===== config.mk =====
export PLATFORM = sky130hd
export DESIGN_NAME = alu_op_sequencer
export DESIGN_NICKNAME = d
export VERILOG_FILES = /design/src/rtl/alu_op_sequencer.sv
export SDC_FILE = /design/constraint.sdc
export NUM_CORES = 1
export LEC_CHECK = 0
export CAP_MARGIN = 5
export CORE_MARGIN = 1.5
export CORE_UTILIZATION = 30
export CTS_CLUSTER_SIZE = 8
export DETAILED_ROUTE_END_ITERATION = 16
export PLACE_DENSITY = 0.73
export SETUP_SLACK_MARGIN = 0.2
export SLEW_MARGIN = 20
export SYNTH_ARGS = -nofsm -noshare
export SYNTH_HDL_FRONTEND = slang
export SYNTH_SLANG_ARGS = --single-unit

===== constraint.sdc =====
create_clock -name clk -period 4.2 [get_ports clk]
set_clock_uncertainty 0.1 [all_clocks]
set_input_delay 0.84 -clock clk [delete_from_list [all_inputs] [get_ports clk]]
set_output_delay 0.84 -clock clk [all_outputs]
set_load 0.01 [all_outputs]

===== src/rtl/alu_op_sequencer.sv =====
`default_nettype none
`timescale 1ns/1ps
// ============================================================================
// Module   : alu_op_sequencer
// Purpose  : Command-side initiator for the combinational 16-bit ALU. Accepts
//            operand/opcode commands over valid/ready, holds registered
//            operands stable on the ALU inputs, samples the ALU outputs a
//            fixed ALU_LAT cycles later and returns them on a valid/ready
//            response channel. Divide-by-zero is trapped without waiting on
//            the ALU.
// Ports    : clk, rst               clock, async active-high reset
//            cmd_valid/ready        command handshake
//            cmd_a/cmd_b/cmd_op     command operands and opcode
//            alu_a/alu_b/alu_opcode registered operands to the ALU
//            alu_result/carry_out/remainder  ALU outputs
//            rsp_valid/ready        response handshake
//            rsp_result/carry/remainder/op/div0  captured response
//            busy                   a command is in flight
// Revision : 1.0  initial release
// ============================================================================
module alu_op_sequencer #(
  parameter int         ALU_LAT    = 2,
  parameter logic [3:0] DIV_OPCODE = 4'b0011
) (
  input  logic        clk,
  input  logic        rst,
  input  logic        cmd_valid,
  output logic        cmd_ready,
  input  logic [15:0] cmd_a,
  input  logic [15:0] cmd_b,
  input  logic [3:0]  cmd_op,
  output logic [15:0] alu_a,
  output logic [15:0] alu_b,
  output logic [3:0]  alu_opcode,
  input  logic [31:0] alu_result,
  input  logic        alu_carry_out,
  input  logic [15:0] alu_remainder,
  output logic        rsp_valid,
  input  logic        rsp_ready,
  output logic [31:0] rsp_result,
  output logic        rsp_carry,
  output logic [15:0] rsp_remainder,
  output logic [3:0]  rsp_op,
  output logic        rsp_div0,
  output logic        busy
);

  typedef enum logic [1:0] {
    IDLE = 2'd0,
    EXEC = 2'd1,
    WAIT = 2'd2,
    TRAP = 2'd3
  } state_t;

  // Counter starts at ALU_LAT-1 so the sample edge lands exactly ALU_LAT
  // edges after the accept edge.
  localparam logic [3:0] C_CNT_LOAD = 4'(ALU_LAT - 1);

  state_t     r_state;
  state_t     w_state_nxt;
  logic [3:0] r_cnt;
  logic [3:0] w_cnt_nxt;
  logic       w_accept;
  logic       w_is_trap;
  logic       w_slot_free;
  logic       w_load_rsp;
  logic       w_load_trap;

  // Ready depends on state only; forced low while reset is held.
  assign cmd_ready   = (r_state == IDLE) && !rst;
  assign busy        = (r_state != IDLE);
  assign w_accept    = cmd_valid && cmd_ready;
  assign w_is_trap   = (cmd_op == DIV_OPCODE) && (cmd_b == 16'd0);
  // The slot is free if empty or being drained on this very edge.
  assign w_slot_free = !rsp_valid || rsp_ready;

  // --------------------------------------------------------------------------
  // Next-state / control
  // --------------------------------------------------------------------------
  always_comb begin
    w_state_nxt = r_state;
    w_cnt_nxt   = r_cnt;
    w_load_rsp  = 1'b0;
    w_load_trap = 1'b0;
    case (r_state)
      IDLE: begin
        if (w_accept) begin
          if (w_is_trap) begin
            w_state_nxt = TRAP;
            w_cnt_nxt   = 4'd0;
          end else begin
            w_state_nxt = EXEC;
            w_cnt_nxt   = C_CNT_LOAD;
          end
        end
      end
      EXEC: begin
        if (r_cnt == 4'd0) begin
          if (w_slot_free) begin
            w_load_rsp  = 1'b1;
            w_state_nxt = IDLE;
          end else begin
            w_state_nxt = WAIT;
          end
        end else begin
          w_cnt_nxt = r_cnt - 4'd1;
        end
      end
      WAIT: begin
        // Operands are still held, so the ALU outputs remain valid here.
        if (w_slot_free) begin
          w_load_rsp  = 1'b1;
          w_state_nxt = IDLE;
        end
      end
      TRAP: begin
        if (w_slot_free) begin
          w_load_rsp  = 1'b1;
          w_load_trap = 1'b1;
          w_state_nxt = IDLE;
        end
      end
      default: begin
        w_state_nxt = IDLE;
      end
    endcase
  end

  // --------------------------------------------------------------------------
  // State and counter
  // --------------------------------------------------------------------------
  always_ff @(posedge clk or posedge rst) begin
    if (rst) begin
      r_state <= IDLE;
      r_cnt   <= 4'd0;
    end else begin
      r_state <= w_state_nxt;
      r_cnt   <= w_cnt_nxt;
    end
  end

  // --------------------------------------------------------------------------
  // Operand registers: loaded only on accept, held for the whole command
  // --------------------------------------------------------------------------
  always_ff @(posedge clk or posedge rst) begin
    if (rst) begin
      alu_a      <= 16'd0;
      alu_b      <= 16'd0;
      alu_opcode <= 4'd0;
    end else if (w_accept) begin
      alu_a      <= cmd_a;
      alu_b      <= cmd_b;
      alu_opcode <= cmd_op;
    end
  end

  // --------------------------------------------------------------------------
  // Response slot: a load on the draining edge wins and keeps valid high
  // --------------------------------------------------------------------------
  always_ff @(posedge clk or posedge rst) begin
    if (rst) begin
      rsp_valid     <= 1'b0;
      rsp_result    <= 32'd0;
      rsp_carry     <= 1'b0;
      rsp_remainder <= 16'd0;
      rsp_op        <= 4'd0;
      rsp_div0      <= 1'b0;
    end else if (w_load_rsp) begin
      rsp_valid <= 1'b1;
      rsp_op    <= alu_opcode;
      if (w_load_trap) begin
        // Dividend is returned as the remainder of a divide-by-zero.
        rsp_result    <= 32'd0;
        rsp_carry     <= 1'b0;
        rsp_remainder <= alu_a;
        rsp_div0      <= 1'b1;
      end else begin
        rsp_result    <= alu_result;
        rsp_carry     <= alu_carry_out;
        rsp_remainder <= alu_remainder;
        rsp_div0      <= 1'b0;
      end
    end else if (rsp_valid && rsp_ready) begin
      rsp_valid <= 1'b0;
    end
  end

endmodule
`default_nettype wire


Figure 1. Clock network drawn from the DEF.
(2 px per um)
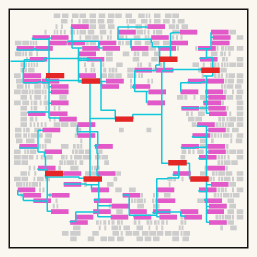
[magenta] flip-flops | count: 97
[cyan] clock wires | length: 1130 um
[red] clock-net drivers | count: 9
flops lie: spread over the die
routed clock nets: 10

Figure 2. Power grid.
(3 px per um) Pins as bars on the die edge.
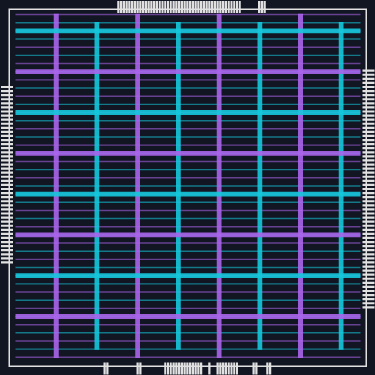
| colour | net |
|---|---|
| cyan | VDD |
| purple | VSS |
signal pins: 182
met4 straps: 8
rows: 42
met1 rails: 43
met5 straps: 8

Figure 3. Clock wiring as the flow saved it.
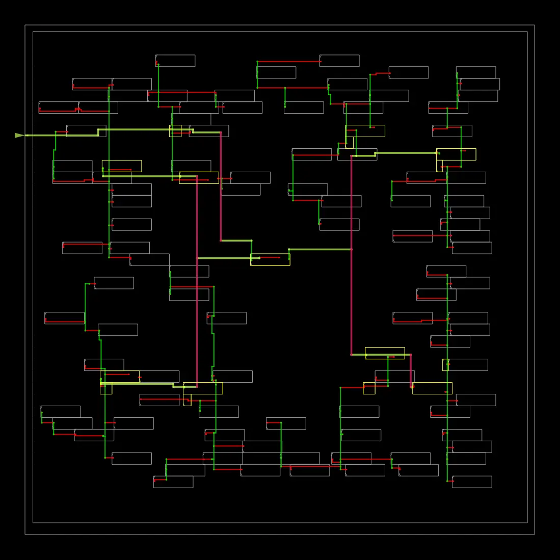
P_clk: 734 uW
# clock sinks: 97
clkbuf count: 11

per-stage QoR:
stage | total power, mW | area [um2]
floorplan | 1.98 | 4000
global placement | 2.80 | 5980
detailed placement | 2.84 | 5980
CTS | 3.59 | 6250
global route | 3.78 | 6250
finish | 3.54 | 6250
how the worst max path moves through the flow:
stage	startpoint	to	slack [ps]	depth (start not counted)
final	rst	cmd_ready	1180	3
after global routing	rst	cmd_ready	1120	3
after CTS	rst	cmd_ready	1170	3
after detailed placement	rst	cmd_ready	1190	3
after global placement	rst	cmd_ready	1210	3
after floorplan	rst	alu_a[0]	730	1
final cells by class:
| cell class | count | area, um2 |
|---|---|---|
| Tap cell | 176 | 220 |
| Inverter | 4 | 17.5 |
| Timing Repair Buffer | 188 | 1860 |
| Clock inverter | 5 | 32.5 |
| Sequential cell | 97 | 2430 |
| Multi-Input combinational cell | 301 | 1460 |
| Fill cell | 1228 | 6890 |
| Clock buffer | 11 | 233 |
synthesized netlist by cell type, types with 2 or more instances:
library cell / count
inv_1: 4
xor2_1: 2
clkbuf_1: 11
ha_1: 2
o21ai_0: 51
nand2b_1: 2
mux2_2: 5
mux2i_1: 16
nor2_1: 5
nand2_1: 197
buf_2: 11
nand3_1: 4
dfrtp_1: 97
nor4_1: 3
routing by layer:
| metal | share of wire, % | global-route usage [%] |
|---|---|---|
| met3 | 6.7 | 4.87 |
| met1 | 45 | 19.7 |
| met4 | 1.8 | 5.65 |
| met2 | 47 | 25.4 |
| met5 | 0 | 0 |
worst max-delay path, delay by kind of cell:
| kind | cells | cell delay (ps) |
|---|---|---|
| buf+inv | 2 | 1050 |
| simple gates | 1 | 190 |
sequential cells by signal, indices dropped and copies added, names as in the netlist:
signal / flops
r_cnt: 4
r_state: 2
rsp_div0: 1
alu_b: 16
rsp_op: 4
alu_a: 16
alu_opcode: 4
rsp_result: 32
rsp_carry: 1
rsp_remainder: 16
rsp_valid: 1
power by group through the flow:
stage | logic, mW | registers (mW) | clock network (mW)
after floorplan | 0.358 | 1.62 | 0
after global placement | 1.33 | 1.47 | 0
after detailed placement | 1.35 | 1.49 | 0
after CTS | 1.36 | 1.47 | 0.758
after global routing | 1.47 | 1.52 | 0.797
final | 1.34 | 1.47 | 0.734
cells by family (layout without fill, tap and decap cells):
kind of cell	count (synthesis)	in the layout	synth area share, %
xor+xnor	2	2	0.438
fa+ha+maj	2	2	0.625
simple gates	221	221	22.3
flops	97	97	60.7
mux	22	22	5.78
buf+inv	29	208	3.38
compound gates	54	54	6.85
==> changes_impl.md <==
## Flow update

- R2r setup slk: 1750 ps
- Largest cells by area: dfrtp_1, nand2_1, o21ai_0
- Placer Congestion: 0.752
- Worst VDD drop: 0.251 mV
- Netlist Area Pre-Place: 4000 um2
- DRT iter0 DRCs: 118
- Sw Share: 31.0%
- Critical path type: in2out
- Cts repair resizes: 0
- Tightest Pin Transition: 847 ps
- Antenna cell count: 0
- GRT Total Usage: 15.7%
- RSZ-0062 raised after global routing: no
- CTS tree: yes
- Die area: 14000 um2
- Wire length per cell: 13.6 um
- Sw Pwr: 1.10 mW
- RR Endpoint: rsp_op[1]
- Maximum clock insertion buffer count: 2
- Synth top area share: 60.7%
- CP max-delay cell: clkdlybuf4s50_1
- Synthesized Nets: 518
- H-tree depth: 3
- First drt pass iteration count: 4
- Hold Crit Depth: 2
- Mapped Cells: 427
- Core Region: 13100 um2
- Reg2Reg Launch Point: r_cnt[0]
- Post-synth EDFFs: 0
- Post-placement setup slack: 1190 ps
- P&R area growth vs syn: 56.2%
- Post-CTS setup repair buffer count: 0
- Final TNS setup: 0 ps
- Max Freq: 0.332 GHz
- Combinational Power Share: 37.8%
- CTS hold repair buffers: 0
- Worst Hold End: rsp_remainder[13]
- R2R depth: 6
- Pwr/cell area: 567 nW/um2
- Layout cells sized above 1: 5.61%
- Initial antenna violation count: 0
- Required @ worst endpoint: 3260 ps
- Post-synth top flop: dfrtp_1
- Clk slew on worst S/H paths: 60 ps
- Register share after synthesis: 60.7%
- Min Hold Slack: 378 ps
- Nets: 692
- Worst setup EP type: output port
- Data arrival, critical path: 2080 ps
- Startpoint Class: input port
- Vias in the first global route: 3528
- Clk Latency, worst-skew pair: 340 ps
- Fin crit share: 71.8%
- Post-route insts no fill: 782
- TritonCTS buffer count: 9
- Fin util: 47.6%
- Fp util: 30.5%
- Pin count of the biggest net entering global routing: 70
- Grt ovf: 0
- Die X-Extent: 118 um
- CP Max Fanout: 3
- Reg power frac: 41.5%
- Slowest cell delay on critical path: 580 ps
- # Cells Yosys: 427
- Most numerous logic cell after layout: nand2_1
- Antenna viol nets, final: 0
- Tmin final: 3020 ps
- Final Max Slew Viols: 0
- Leak Pwr: 3.03 nW
- Cells along the critical path: clkdlybuf4s50_1, nor3_2, clkdlybuf4s50_1
- Status: complete, no violations
- Global-route wire length before repair: 17400 um
- Synth unique cells: 31
- Final WL: 10700 um
Power figures rest on the tool's default switching activity, not on a simulated workload.
